--- src/rtl/ctrl_pkg.sv ---
// Shared encodings for the multicycle RV32 control: FSM states, opcode[6:2] values,
// writeback, ALU and immediate select codes.
package ctrl_pkg;

  typedef enum logic [2:0] {
    StIdle    = 3'd0,
    StFetch   = 3'd1,
    StDecode  = 3'd2,
    StExec    = 3'd3,
    StMem     = 3'd4,
    StMduWait = 3'd5,
    StWb      = 3'd6,
    StHalt    = 3'd7
  } ctrl_state_e;

  localparam logic [4:0] OpLoad   = 5'b00000;
  localparam logic [4:0] OpImm    = 5'b00100;
  localparam logic [4:0] OpAuipc  = 5'b00101;
  localparam logic [4:0] OpStore  = 5'b01000;
  localparam logic [4:0] OpReg    = 5'b01100;
  localparam logic [4:0] OpLui    = 5'b01101;
  localparam logic [4:0] OpBranch = 5'b11000;
  localparam logic [4:0] OpJalr   = 5'b11001;
  localparam logic [4:0] OpJal    = 5'b11011;

  localparam logic [1:0] WbMem = 2'b00;
  localparam logic [1:0] WbAlu = 2'b01;
  localparam logic [1:0] WbPc4 = 2'b10;

  localparam logic [4:0] AluAdd = 5'b00000;
  localparam logic [4:0] AluLui = 5'b01001;

  // One-hot {J,U,B,S,I}
  localparam logic [4:0] ImmNone = 5'b00000;
  localparam logic [4:0] ImmI    = 5'b00001;
  localparam logic [4:0] ImmS    = 5'b00010;
  localparam logic [4:0] ImmB    = 5'b00100;
  localparam logic [4:0] ImmU    = 5'b01000;
  localparam logic [4:0] ImmJ    = 5'b10000;

endpackage

--- src/rtl/inst_decoder.sv ---
// Combinational RV32I(M) decode: legality, instruction class and datapath selects.
module inst_decoder
  import ctrl_pkg::*;
#(
  parameter int unsigned M_EXT = 0
) (
  input  logic [31:0] inst_i,
  output logic        legal_o,
  output logic        is_load_o,
  output logic        is_store_o,
  output logic        is_branch_o,
  output logic        is_jump_o,
  output logic        is_mtype_o,
  output logic [4:0]  imm_sel_o,
  output logic [4:0]  alu_sel_o,
  output logic        a_sel_o,
  output logic        b_sel_o,
  output logic        br_un_o,
  output logic [1:0]  wb_sel_o,
  output logic [2:0]  ld_st_sel_o
);

  localparam logic MExt = (M_EXT != 0);

  logic [4:0] opcode;
  logic [2:0] funct3;
  logic       m_bit;
  logic       unused_inst;

  assign opcode      = inst_i[6:2];
  assign funct3      = inst_i[14:12];
  assign m_bit       = inst_i[25];
  assign ld_st_sel_o = funct3;
  assign unused_inst = ^{inst_i[31], inst_i[29:26], inst_i[24:15], inst_i[11:7]};

  always_comb begin
    legal_o     = 1'b1;
    is_load_o   = 1'b0;
    is_store_o  = 1'b0;
    is_branch_o = 1'b0;
    is_jump_o   = 1'b0;
    is_mtype_o  = 1'b0;
    imm_sel_o   = ImmNone;
    alu_sel_o   = AluAdd;
    a_sel_o     = 1'b0;
    b_sel_o     = 1'b1;
    br_un_o     = 1'b0;
    wb_sel_o    = WbAlu;
    case (opcode)
      OpLoad: begin
        is_load_o = 1'b1;
        imm_sel_o = ImmI;
        wb_sel_o  = WbMem;
      end
      OpImm: begin
        imm_sel_o = ImmI;
        // inst[30] only distinguishes SRAI from SRLI; elsewhere it is immediate data
        alu_sel_o = {1'b0, (funct3 == 3'b101) & inst_i[30], funct3};
      end
      OpAuipc: begin
        imm_sel_o = ImmU;
        a_sel_o   = 1'b1;
      end
      OpStore: begin
        is_store_o = 1'b1;
        imm_sel_o  = ImmS;
      end
      OpReg: begin
        b_sel_o    = 1'b0;
        is_mtype_o = m_bit & MExt;
        alu_sel_o  = {m_bit & MExt, inst_i[30], funct3};
        if (m_bit && !MExt) legal_o = 1'b0;
      end
      OpLui: begin
        imm_sel_o = ImmU;
        alu_sel_o = AluLui;
      end
      OpBranch: begin
        is_branch_o = 1'b1;
        imm_sel_o   = ImmB;
        a_sel_o     = 1'b1;
        br_un_o     = funct3[1];
      end
      OpJalr: begin
        is_jump_o = 1'b1;
        imm_sel_o = ImmI;
        wb_sel_o  = WbPc4;
      end
      OpJal: begin
        is_jump_o = 1'b1;
        imm_sel_o = ImmJ;
        a_sel_o   = 1'b1;
        wb_sel_o  = WbPc4;
      end
      default: legal_o = 1'b0;
    endcase
    if (inst_i[1:0] != 2'b11) legal_o = 1'b0;
  end

endmodule

--- src/rtl/multicycle_control.sv ---
// Multicycle RV32I(M) control FSM: fetch/decode/execute/memory/MDU/writeback sequencing
// around an external IR, with combinational datapath selects from the decoder.
module multicycle_control
  import ctrl_pkg::*;
#(
  parameter int unsigned M_EXT           = 0,
  parameter int unsigned HALT_ON_ILLEGAL = 1
) (
  input  logic        clk_i,
  input  logic        rst_i,
  input  logic [31:0] inst_i,
  input  logic        imem_rdy_i,
  input  logic        dmem_rdy_i,
  input  logic        BrEq,
  input  logic        BrLT,
  input  logic        mdu_done_i,
  output logic        imem_req_o,
  output logic        ir_we_o,
  output logic        pc_we_o,
  output logic        pc_sel_o,
  output logic [4:0]  imm_sel_o,
  output logic [4:0]  alu_sel_o,
  output logic        a_sel_o,
  output logic        b_sel_o,
  output logic        BrUn_o,
  output logic        dmem_req_o,
  output logic        memRW_o,
  output logic [2:0]  ld_st_sel_o,
  output logic [1:0]  wb_sel_o,
  output logic        regWEn_o,
  output logic        mdu_start_o,
  output logic        illegal_o,
  output logic [2:0]  state_o
);

  ctrl_state_e state_q, state_d;
  logic        illegal_q, illegal_d;

  logic       dec_legal, dec_load, dec_store, dec_branch, dec_jump, dec_mtype;
  logic [4:0] dec_imm_sel, dec_alu_sel;
  logic       dec_a_sel, dec_b_sel, dec_br_un;
  logic [1:0] dec_wb_sel;
  logic [2:0] dec_funct3;
  logic       br_taken;
  logic       in_idle;

  inst_decoder #(
    .M_EXT(M_EXT)
  ) u_inst_decoder (
    .inst_i      (inst_i),
    .legal_o     (dec_legal),
    .is_load_o   (dec_load),
    .is_store_o  (dec_store),
    .is_branch_o (dec_branch),
    .is_jump_o   (dec_jump),
    .is_mtype_o  (dec_mtype),
    .imm_sel_o   (dec_imm_sel),
    .alu_sel_o   (dec_alu_sel),
    .a_sel_o     (dec_a_sel),
    .b_sel_o     (dec_b_sel),
    .br_un_o     (dec_br_un),
    .wb_sel_o    (dec_wb_sel),
    .ld_st_sel_o (dec_funct3)
  );

  always_ff @(posedge clk_i or posedge rst_i) begin
    if (rst_i) begin
      state_q   <= StIdle;
      illegal_q <= 1'b0;
    end else begin
      state_q   <= state_d;
      illegal_q <= illegal_d;
    end
  end

  always_comb begin
    unique case (dec_funct3)
      3'b000:         br_taken = BrEq;
      3'b001:         br_taken = ~BrEq;
      3'b100, 3'b110: br_taken = BrLT;
      3'b101, 3'b111: br_taken = ~BrLT;
      default:        br_taken = 1'b0;
    endcase
  end

  always_comb begin
    state_d     = state_q;
    illegal_d   = illegal_q;
    imem_req_o  = 1'b0;
    ir_we_o     = 1'b0;
    pc_we_o     = 1'b0;
    pc_sel_o    = 1'b0;
    dmem_req_o  = 1'b0;
    memRW_o     = 1'b0;
    regWEn_o    = 1'b0;
    mdu_start_o = 1'b0;
    unique case (state_q)
      StIdle: state_d = StFetch;
      StFetch: begin
        imem_req_o = 1'b1;
        if (imem_rdy_i) begin
          ir_we_o = 1'b1;
          state_d = StDecode;
        end
      end
      StDecode: begin
        if (!dec_legal) begin
          illegal_d = 1'b1;
          if (HALT_ON_ILLEGAL != 0) begin
            state_d = StHalt;
          end else begin
            // Retire as a NOP: step PC to PC+4 and refetch
            pc_we_o = 1'b1;
            state_d = StFetch;
          end
        end else begin
          state_d = StExec;
        end
      end
      StExec: begin
        if (dec_branch) begin
          pc_sel_o = br_taken;
          pc_we_o  = 1'b1;
          state_d  = StFetch;
        end else if (dec_load || dec_store) begin
          state_d = StMem;
        end else if (dec_mtype) begin
          mdu_start_o = 1'b1;
          state_d     = StMduWait;
        end else begin
          state_d = StWb;
        end
      end
      StMem: begin
        dmem_req_o = 1'b1;
        memRW_o    = dec_store;
        if (dmem_rdy_i) begin
          if (dec_store) begin
            pc_we_o = 1'b1;
            state_d = StFetch;
          end else begin
            state_d = StWb;
          end
        end
      end
      StMduWait: if (mdu_done_i) state_d = StWb;
      StWb: begin
        regWEn_o = 1'b1;
        pc_we_o  = 1'b1;
        pc_sel_o = dec_jump;
        state_d  = StFetch;
      end
      StHalt: state_d = StHalt;
    endcase
  end

  // Datapath selects are forced to zero in IDLE so reset leaves every output quiet
  assign in_idle     = (state_q == StIdle);
  assign imm_sel_o   = in_idle ? 5'b0 : dec_imm_sel;
  assign alu_sel_o   = in_idle ? 5'b0 : dec_alu_sel;
  assign a_sel_o     = ~in_idle & dec_a_sel;
  assign b_sel_o     = ~in_idle & dec_b_sel;
  assign BrUn_o      = ~in_idle & dec_br_un;
  assign wb_sel_o    = in_idle ? 2'b0 : dec_wb_sel;
  assign ld_st_sel_o = in_idle ? 3'b0 : dec_funct3;
  assign illegal_o   = illegal_q;
  assign state_o     = state_q;

endmodule
--- config.mk ---
export PLATFORM = sky130hd
export DESIGN_NAME = multicycle_control
export DESIGN_NICKNAME = d
export VERILOG_FILES = /design/src/rtl/ctrl_pkg.sv /design/src/rtl/inst_decoder.sv /design/src/rtl/multicycle_control.sv
export SDC_FILE = /design/constraint.sdc
export NUM_CORES = 1
export LEC_CHECK = 0
export CORE_MARGIN = 2
export CORE_UTILIZATION = 29
export DETAILED_ROUTE_END_ITERATION = 10
export HOLD_SLACK_MARGIN = 0.05
export PLACE_DENSITY_LB_ADDON = 0.05
export SYNTH_ARGS = -nofsm -noshare
export SYNTH_HDL_FRONTEND = slang
export SYNTH_SLANG_ARGS = --single-unit
--- constraint.sdc ---
create_clock -name clk_i -period 1.7 [get_ports clk_i]
set_input_delay 0.255 -clock clk_i [delete_from_list [all_inputs] [get_ports clk_i]]
set_output_delay 0.255 -clock clk_i [all_outputs]
set_load 0.02 [all_outputs]
==> impl_metrics.json <==
{
  "edf_count": 0,
  "largest_area_cell": "dfrtp_1",
  "cp.required_ps": 1440,
  "avgSynthCellArea_um2": 6.72,
  "num_antenna_cells": 0,
  "violations": "setup timing",
  "setup_ws_ps": -86.8,
  "pre_cts_ws_ps": -806,
  "drt_first_iter_violations": 9,
  "synth-main-ff-cell": "dfrtp_1",
  "leakagePower_nw": 0.784,
  "area_leaders": "dfrtp_1, nor2_1, nand2b_1, nor3_1, nor2b_1",
  "finalNonFillerCells": 218,
  "antenna_found_initial": 0,
  "crit_path_max_fanout": 4,
  "place_inst": 203,
  "numClockSinks": 4,
  "grt_max_degree": 14,
  "grt_pass1_vias": 945,
  "path_class": "flip-flop to primary output",
  "endpoint_kind": "primary output",
  "die_area_mm2": 0.00279,
  "synth.distinct_cells": 39,
  "warnings": 48,
  "ys_ff": 4,
  "power.density_mw_per_mm2": 833,
  "finalSetupViolations": 3,
  "cts_made_buffers": 3,
  "drt.antenna.violating_nets": 0,
  "finalWeightedCongestion": 0.784,
  "worstReg2RegStart": "state_o[0]",
  "fillCellCount": 201,
  "root_buffer": "clkbuf_4",
  "yosysWarnings": 0,
  "status": "complete, but fails checks",
  "clkTransAtPathRegs_ps": 50,
  "r2r-end": "state_o[0]",
  "htree_levels": 1,
  "overflow": 0,
  "synth_cells": 103,
  "cts_tree": "done",
  "dpl.hpwl_um": 2090,
  "crit_arrival_ps": 1530,
  "top_area_frac": 0.145,
  "ff2ff_path_depth": 6
}
per-layer routing:
| metal | up-vias | track usage | wire length [um] |
|---|---|---|---|
| li1 | 544 | - | - |
| met1 | 510 | 0.249 | 1190 |
| met2 | 33 | 0.365 | 1530 |
| met3 | 4 | 0.0343 | 158 |
| met4 | 0 | 0.0513 | 31 |
| met5 | - | 0 | 0 |
through the flow:
stage	instance area, um2	total power, mW
final	1600	1.33
after floorplan	732	0.655
after CTS	1490	1.25
after global routing	1600	1.42
after global placement	1430	1.09
after detailed placement	1430	1.10
cell type report:
| type | count | area, um2 | share of cell area |
|---|---|---|---|
| Multi-Input combinational cell | 87 | 673 | 0.422 |
| Clock buffer | 4 | 26.3 | 0.0165 |
| Tap cell | 28 | 35.0 | 0.0220 |
| Sequential cell | 4 | 103 | 0.0643 |
| Inverter | 3 | 11.3 | 0.00706 |
| Timing Repair Buffer | 92 | 747 | 0.468 |
sequential cells by signal, summed over array words and instances (netlist names):
name       flops
illegal_o      1
state_o        3
power breakdown:
| group | internal, mW | switching, mW |
|---|---|---|
| registers | 0.138 | 0.0454 |
| clock network | 0.0887 | 0.0481 |
| logic | 0.508 | 0.500 |
critical path: stages (launching register included):
cell and delay, ps:
dfrtp_2 400, nor3_4 60, buf_6 120, buf_6 120, nor4b_4 280, a21oi_2 90, nor2_2 90, buf_6 120
worst max path at each step:
stage / from / endpoint / slack (ps) / depth (start not counted)
after floorplan: state_o[0] / alu_sel_o[3] / 4 / 5
after global placement: inst_i[2] / pc_sel_o / -790 / 6
after detailed placement: inst_i[2] / pc_sel_o / -810 / 6
after CTS: state_o[2] / alu_sel_o[3] / -140 / 7
after global routing: state_o[1] / alu_sel_o[3] / -150 / 7
final: state_o[2] / alu_sel_o[3] / -90 / 7
what timing repair did:
action / 4_1_cts / 5_1_grt
endpoints found under the setup margin: 27 / 24
gates resized: 133 / 36
pin swaps: 8 / 13
buffers inserted: 6 / 7
cells by family (layout without fill, tap and decap cells):
group / Yosys count / in the layout / synth area share
AND/OR/NAND/NOR: 58 / 58 / 0.472
other: 1 / 2 / 0.00542
multiplexers: 1 / 1 / 0.0145
XOR/XNOR: 3 / 3 / 0.0380
AND-OR/OR-AND: 23 / 23 / 0.239
buffers and inverters: 13 / 99 / 0.0868
flip-flops: 4 / 4 / 0.145
layout by cell type, fill, tap and decap left out, types with 3 or more instances in the layout:
cell type        synthesis  routed
buf_4                    2      45
buf_2                    3      12
nor2_1                  16      11
buf_6                    0      11
clkdlybuf4s50_1          0       9
nand2b_4                 0       5
nor3_1                   9       5
dlygate4sd2_1            0       5
nor2b_1                  5       4
nor2_2                   0       4
dlymetal6s2s_1           0       4
clkbuf_2                 0       4
inv_1                    3       3
nand2b_1                 8       3
and3_1                   3       3
clkbuf_4                 0       3
Figure 1. Supply network.
Pins as bars on the die edge. Tap cells in grey.
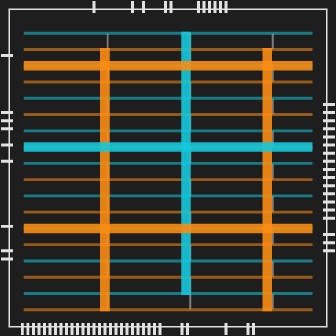
net	colour
VSS	orange
VDD	cyan
met5 straps	3
rows	17
signal pins	69
met1 rails	18
overall die width: 52.8 um
Core ar.: 0.00223 mm2
Die Y: 52.8 um
VDD IR-drop max: 756 uV

Figure 2. Cells coloured by class.
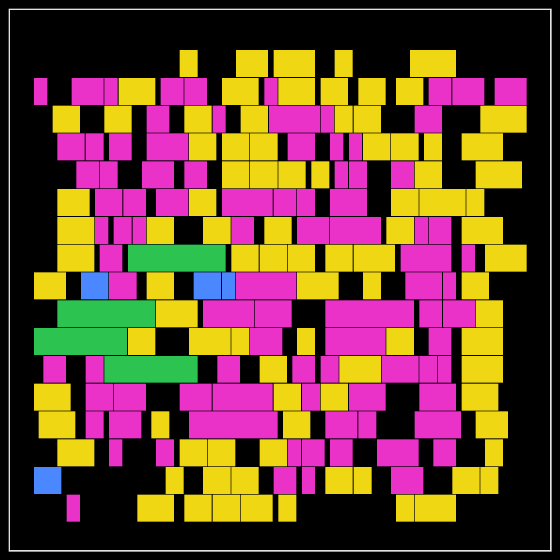
class	colour	cells	share of their area
clock drivers and dummy loads	blue	4	1.7%
remaining buffers and delay cells	yellow	92	48%
registers	green	4	6.6%
remaining logic cells	magenta	90	44%
Cell Rows: 17
fin util: 0.714
register share of the cell area: 0.0643

Figure 3. Clock wires, drivers and flops.
The bar under the picture is 20 um long.
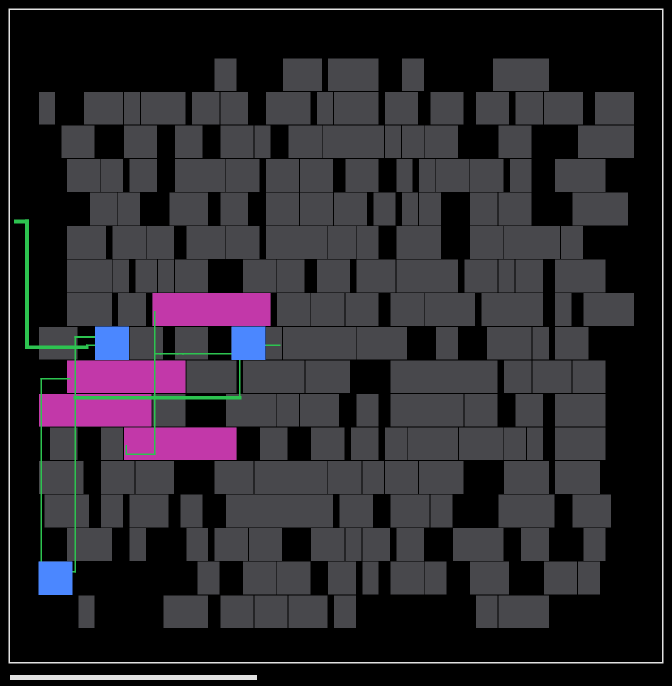
[clock-net drivers] blue | count: 3
[clock wires] green | length: 103 um
[flip-flops] magenta | count: 4
flops lie	middle left
routed clock nets	4
Clk Latency, worst-skew pair: 250 ps
P_clk: 137 uW

Figure 4. Routed metal, one colour a layer.
The bar under the picture is 20 um long.
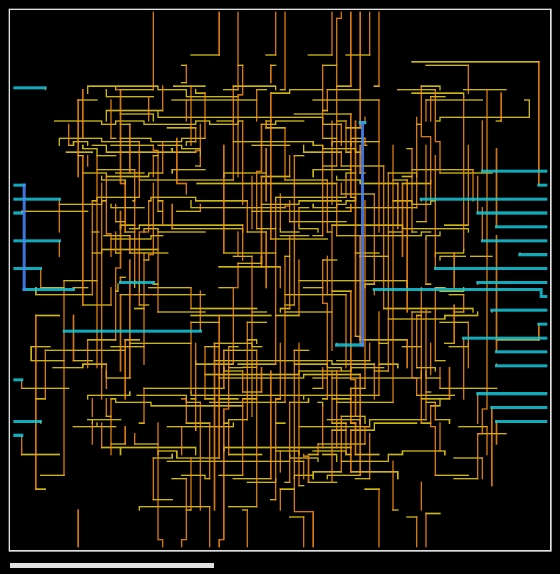
layer	colour	wire length
M3	cyan	159 um
M1	yellow	1190 um
M2	orange	1530 um
M4	blue	32.0 um
Tot GR Track Use: 0.204
WL/cell: 13.3 um
final wirelength: 2910 um
vias: 1091

Figure 5. Routing congestion.
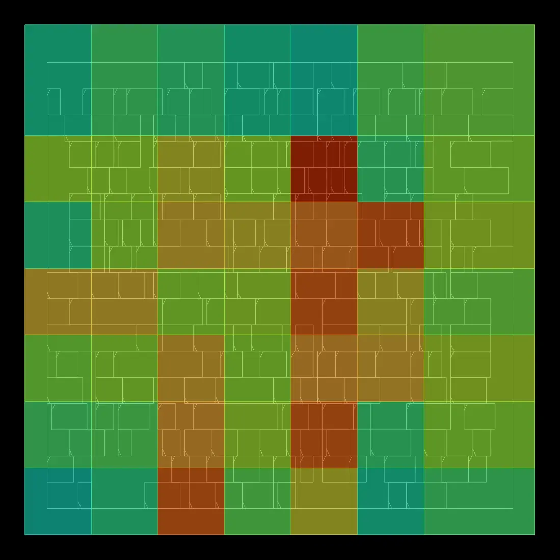
GR Util met2: 0.365
most used routing layer: met2
GR Layer Usage met1: 0.249
met3 usage in global routing: 0.0343

Power figures rest on the tool's default switching activity, not on a simulated workload.
